Design shift_reg_univ, sky130hd; sources not shown.
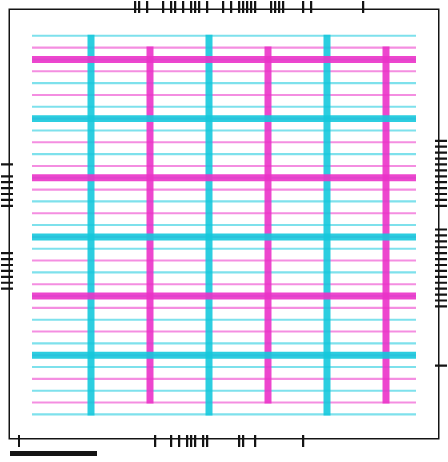
**Above:** run 1 (floorplan with the power grid).
The bar under the picture is 20 um long. Pins as bars on the die edge.
[magenta] VDD
[cyan] VSS
signal pins: 79
met1 rails: 33
met4 straps: 6
rows: 32
met5 straps: 6
floorplan core area: 7687 um^2
die span in x: 98.42 um

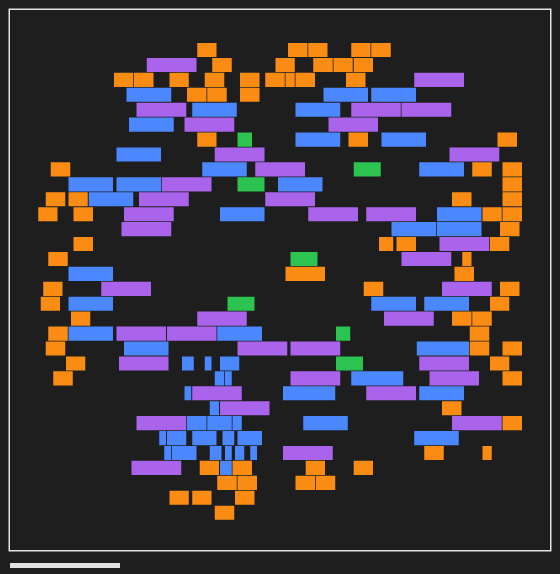
**Above:** run 1 (cell classes on the final placement).
The bar under the picture is 20 um long.
[orange] other buffers and delay cells | cells: 79 | share of their area: 29%
[green] clock drivers and dummy loads | cells: 7 | share of their area: 3.1%
[blue] all other logic | cells: 54 | share of their area: 33%
[purple] flip-flops | cells: 38 | share of their area: 35%
Post-Layout Inst Area: 2829 um^2
sequential fraction of total cell area: 33.61%

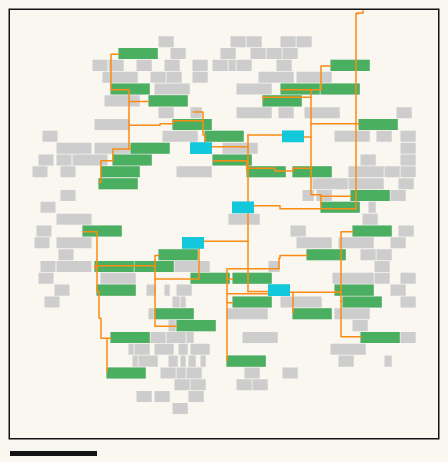
**Above:** run 1 (clock wires, drivers and flops).
The bar under the picture is 20 um long.
[green] flip-flops | count: 38
[orange] clock wires | length: 541 um
[cyan] cells driving clock nets | count: 5
routed clock nets: 6
power share of the clock group: 20.5%
Worst Clk Skew: 4.812 ps

==> git commit body, run 1 <==
Refresh implementation metrics

* Grt total ovfl: 0
- Finished Layout Cells: 280
* Post-Route Hold Slack: 154.8 ps
* Flop count: 38
- For this run, the total global-route usage over all layers was measured as 10.65%.
- Synthesis produced a netlist whose cell count is 104.
- Post-CTS Resized: 0
* Synth top area cells: dfrtp_1 49%, mux4_2 33%, mux4_1 4.0%
- Clock insertion delay at the later pin of the skew report: 280 ps
* Flip-flop count of the largest register after layout: 32
- Number of setup violations in the final report: 0
- Largest cell class by area: sequential cells
* Period utilisation layout: 74.58%
* Clock tree from TritonCTS: done
* DR DRC count: 0
* Final Max-Slew Violation Tally: 0
* Proportion of layout cells with a drive suffix above 1: 24.16%
* Number of distinct library cell variants in the gate-level netlist after synthesis: 20
- The post-synth count of flops with an enable pin is 0.
- Number of clock buffers in the layout: 7
- Routed len/inst: 17.44 um
- Clock root buffer: clkbuf_8
* PnR worst setup slack: 559.3 ps
- Sum of met2 wire segment lengths after detailed routing: 2.431 mm
* Utilization of the core after routing: 36.80%
- Most frequent cell on the critical path: ha_1
* Number of ordinary inverters in the final layout: 0
- The worst setup path is launched from a flip-flop.
* Share of flip-flops with an asynchronous set or reset: 100.0%
* Net count reported at finish: 219
- The first global-routing pass estimated 8.135 mm of wire.
- Post-synthesis sequential area ratio: 48.66%
- Maximum number of pins on one net before global-route repair: 39
* Switching part of the total: 28.63%
- Global routing consumed, on the met2 layer, 16.85% of the routing resources.
- The highest layer touched by signal routing is met4.
* Hpwl dp: 3.578 mm
- Cell breakdown of the critical path: ha_1 > and3_1 > ha_1 > and4bb_2 > a21oi_1 > nor2_1
- Number of cell instances after yosys synthesis: 104
- In the per-layer summary, the met1 wirelength comes to 2.074 mm.
* Placed Cells incl. Taps: 273
* Ys Warns: 6
- Design internal power: 1.640 mW
- Hold repair after CTS inserted 0 buffers.
- Leakage component of the power: 1.105 nW
* Number of levels in the clock H-tree: 2
* Depth of the most critical reg-to-reg path: 6
* Footprint of the multi-input gates: 883.3 um^2
- Comb_multi_in: 54
- Final-layout fill cell count: 757
- In this run, the synthesized area fraction spent on and/or/nand/nor cells is recorded as 4.161%.
- After detailed placement, the total cell area comes to 2745 um^2.
- During I/O placement, the number of pins put on the boundary was 79.
- Count of plain and timing-repair buffers in the layout: 79
- Main power-consuming group: registers
- Worst Hold Class: input pin to asynchronous set/reset pin
- Final worst path period need: 1641 ps
- The placement summary gives the final routability congestion estimate as 0.7142.
* P_clk: 0.472 mW
- Aoi/oai-family share of the synthesized area: 0.7682%
* Most used flip-flop cell: dfrtp_1
- Achievable frequency: 609.5 MHz
- Worst setup slack before clock tree synthesis: 432.4 ps
- STA puts the critical path data arrival time at 1790 ps.
* Post-Route WL: 4.882 mm
- The first detailed-routing pass took 4 iterations.
- Largest stage delay on the critical path: 440 ps
- For this design the ratio of total power to cell area is 812.3 nW/um^2.
* Busiest metal layer after global routing: met2
* Inserted Clock Buffers: 5
- Per report_power, the sequential group accounts for 44.9% of the total.
- CP endpoint kind: flip-flop
- R2r setup slk: 560 ps
- The synthesized netlist devotes 1.280% of its cell area to adder and majority cells.
* Highest net fanout along the worst path: 6
- Vias per Instance: 4.721
* Buffer-and-inverter tally for the worst setup path: 0
- Well tap count: 102
- Summed standard-cell area reported by yosys: 1954 um^2
- Met1 track demand over resource in global routing: 14.13%
- Status: finished, final reports clean
## run 1: layout by cell type (no fill, tap or decap)
| cell type | instances |
|---|---|
| a21oi_1 | 2 |
| and3_1 | 1 |
| and4bb_2 | 1 |
| buf_12 | 1 |
| buf_2 | 3 |
| buf_4 | 1 |
| clkbuf_4 | 2 |
| clkbuf_8 | 5 |
| clkdlybuf4s50_1 | 74 |
| dfrtp_1 | 38 |
| ha_1 | 2 |
| mux2i_1 | 3 |
| mux4_1 | 3 |
| mux4_2 | 29 |
| nand2_1 | 1 |
| nand3_1 | 1 |
| nand4_1 | 2 |
| nor2_1 | 6 |
| nor2b_1 | 1 |
| nor3b_2 | 1 |
| o21ai_0 | 1 |
## Run 2: what changed since run 1
==> constraint.sdc (replaced) <==
create_clock -name clk -period 1.5 [get_ports clk]
set_input_delay 0.225 -clock clk [delete_from_list [all_inputs] [get_ports clk]]
set_output_delay 0.225 -clock clk [all_outputs]
set_load 0.01 [all_outputs]
==> git commit body, run 2 <==
Refresh implementation metrics

- Leading cell types in the layout, fill and taps excluded: 41 x clkdlybuf4s50_1, 35 x dfrtp_1, 29 x mux4_2
* Flip-flop count of the largest register after layout: 32 (unchanged)
* Clock tree from TritonCTS: done
- R2r setup slk: 60 ps (-500 ps)
- For this design, the slowest cell found on the critical path is clkdlybuf4s50_1.
- The static leakage power came to 1.443 nW (+31%).
* Power share of the clock group: 21.9% (+1.4 points)
- Net count reported at finish: 230 (+5.0%)
- Arrival time of data at the critical path endpoint: 1240 ps (-550 ps)
- On the worst setup and hold paths after CTS, the clock-pin slew comes to 70 ps.
- Critical Path Stages: 1
* Largest stage delay on the critical path: 560 ps (+120 ps)
- Proportion of layout cells with a drive suffix above 1: 32.63% (+8.5 points)
- Number of antenna violations at the first check in global routing: 0
- The count of instances resized after the clock tree is built came to 8 (+8).
* Number of I/O port buffers: 77
- Per the post-synthesis report, the nets total 145.
- The number of placed cells counting well taps is 279 (+2.2%).
- The fraction of registers with async set/reset was 100.0% (unchanged).
- The final timing summary puts the cycle share of the worst path at 97.34%.
- Grt total ovfl: 0 (unchanged)
- The number of library cell types mapped by synthesis was 20 (unchanged).
- The average via count per standard cell was 4.613 (-2.3%).
* Main power-consuming group: registers
- Iteration count of the initial detailed-routing pass: 4 (unchanged)
- Combinational cell fraction of total power: 34.5%
- Die span in x: 98.42 um (unchanged)
* Depth of the most critical reg-to-reg path: 6 (unchanged)
- The placeable core area is 7687 um^2 (unchanged).
* Status: finished, final reports clean
- Synthesized area: 1954 um^2
- The synthesis stat section lists a flop and latch total of 38.
- Startpoint type of the worst setup path: flip-flop
- DR DRC count: 0 (unchanged)
- The worst hold slack is 281.4 ps (+126.6 ps).
* Last weighted congestion value of the routability-driven placer: 0.7280 (+1.9%)
- For this block, the initial DRC count from the detailed router was 20.
- The slack of the critical path was 39.96 ps (-519.3 ps).
* Final-layout fill cell count: 756 (-0.13%)
- Post-place instance area: 2806 um^2 (+2.2%)
- Cell breakdown of the critical path: clkdlybuf4s50_1
- Global-route wire length before repair: 8.162 mm (+0.33%)
- The number of enable flip-flop cells came to 0 (unchanged).
- The max-slew violation count is 0 (unchanged).
- The CTS buffer count came to 5 (unchanged).
- Clock insertion delay at the later pin of the skew report: 290 ps (about the same)
* Tightest slew margin relative to the limit: 70.79%
- The highest fanout seen on the critical path came to 4 (-2).
- Averaged over all synthesized cells, the footprint is 18.79 um^2.
- Number of levels in the clock H-tree: 2 (unchanged)
* Ys Warns: 6 (unchanged)
- The power consumed by the clock network was 0.750 mW (+59%).
- Hpwl dp: 3.757 mm (+5.0%)
- Sorting the synthesized cells by area gives the leading types as dfrtp_1 49%, mux4_2 33%, mux4_1 4.0%.
- The chip area in the Yosys report came to 1954 um^2 (unchanged).
* Switching part of the total: 29.23% (+0.60 points)
* CP endpoint kind: primary output
- Die Size: 9686 um^2
- Most used logic cell in the final layout: clkdlybuf4s50_1
- The maximum number of pins on one net before global-route repair is 24 (-38%).
- Post-synthesis sequential area ratio: 48.66% (unchanged)
- Power of the sequential group: 1.49 mW
- No sink is reached through more buffers than the 2 on the longest clock path.
- Timing would allow up to 684.9 MHz.
- The design draws 3.424 mW.
* Hold buffers post-CTS: 1 (+1)
- The internal power component was 2.424 mW (+48%).
* Number of cell instances after yosys synthesis: 104 (unchanged)
* Share of power burned in registers: 43.6% (-1.3 points)
- Total power per unit cell area: 1130 nW/um^2 (+39%)
- The worst-case clock skew was 4.317 ps (-0.4953 ps).
- Buffers added to address setup during post-CTS repair amount to 0.
* Clock root buffer: clkbuf_8
* Mapped Cells: 104 (unchanged)
- Finished Layout Cells: 292 (+4.3%)
- Number of setup violations in the final report: 0 (unchanged)
- Number of placed I/O pins: 79 (unchanged)
* Final TNS setup: 0 ps
* Worst Hold Class: input pin to asynchronous set/reset pin
- The count of buffer and inverter cells on the critical path is 1 (+1).
- The worst path needs 1460 ps of the cycle, external delays included.
- Per the synth stats, the flop cell with the highest instance count is dfrtp_1.
* Worst setup slack before clock tree synthesis: 15.76 ps (-416.6 ps)
-- run 2: cell counts after synthesis --
No cell type changed its count.
-- run 2: cell type report --
cell class	count	area, um^2	share of cell area (%)
Clock buffer	7	90.09	2.973
Clock inverter	1	5.005	0.1652
Multi-Input combinational cell	54	910.9	30.06
Sequential cell	38	954.7	31.50
Tap cell	102	127.6	4.211
Timing Repair Buffer	90	942.2	31.09
-- run 2: cell families after synthesis --
group / synth area share (%)
adders and majority gates: 1.280
DFF: 48.66
AOI/OAI and AO/OA: 0.7680
and+or+nand+nor: 4.161
muxes: 38.99
buffers and inverters: 6.146
-- run 2: per-layer routing --
metal,track usage [%],share of wire (%),vias to the layer above
met5,0,0,-
met4,3.466,1.1,0
met3,3.539,6.3,4
met2,17.16,50,50
met1,13.88,43,704
li1,-,-,589
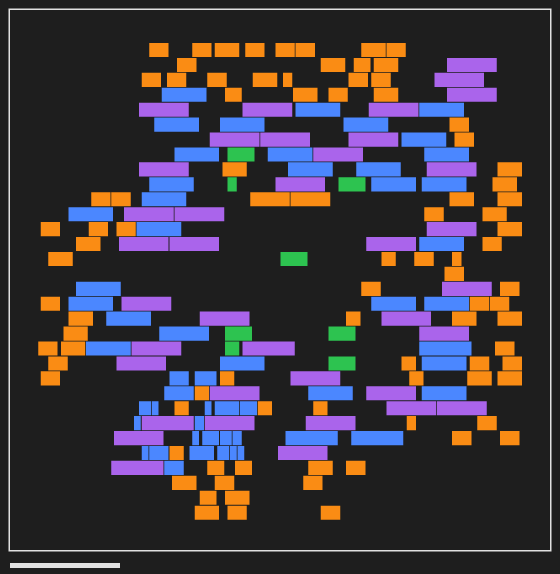
**Above:** run 2 (cell classes on the final placement).
The bar under the picture is 20 um long.
[orange] other buffers and delay cells | cells: 90 | share of their area: 32%
[blue] all other logic | cells: 54 | share of their area: 31%
[purple] flip-flops | cells: 38 | share of their area: 33%
[green] clock drivers and dummy loads | cells: 8 | share of their area: 3.3%
Post-Layout Inst Area: 3030 um^2
sequential fraction of total cell area: 31.50%
utilization of the core after routing: 39.42%
Row Count: 32

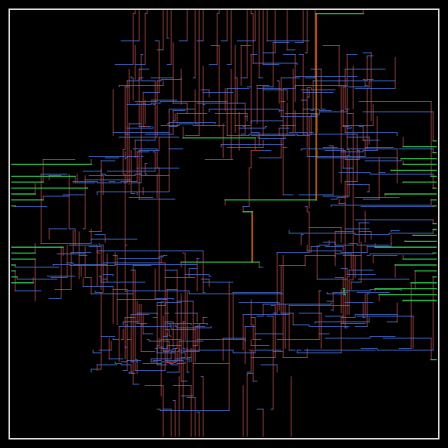
**Above:** run 2 (metal layers overlaid).
[green] met3 | wire length: 321 um
[red] met2 | wire length: 2560 um
[orange] met4 | wire length: 54.4 um
[blue] met1 | wire length: 2170 um
routed len/inst: 17.48 um
Post-Route WL: 5.104 mm
overall global routing resource usage: 10.75%
vias: 1347

Power and IR drop assume default switching activity.
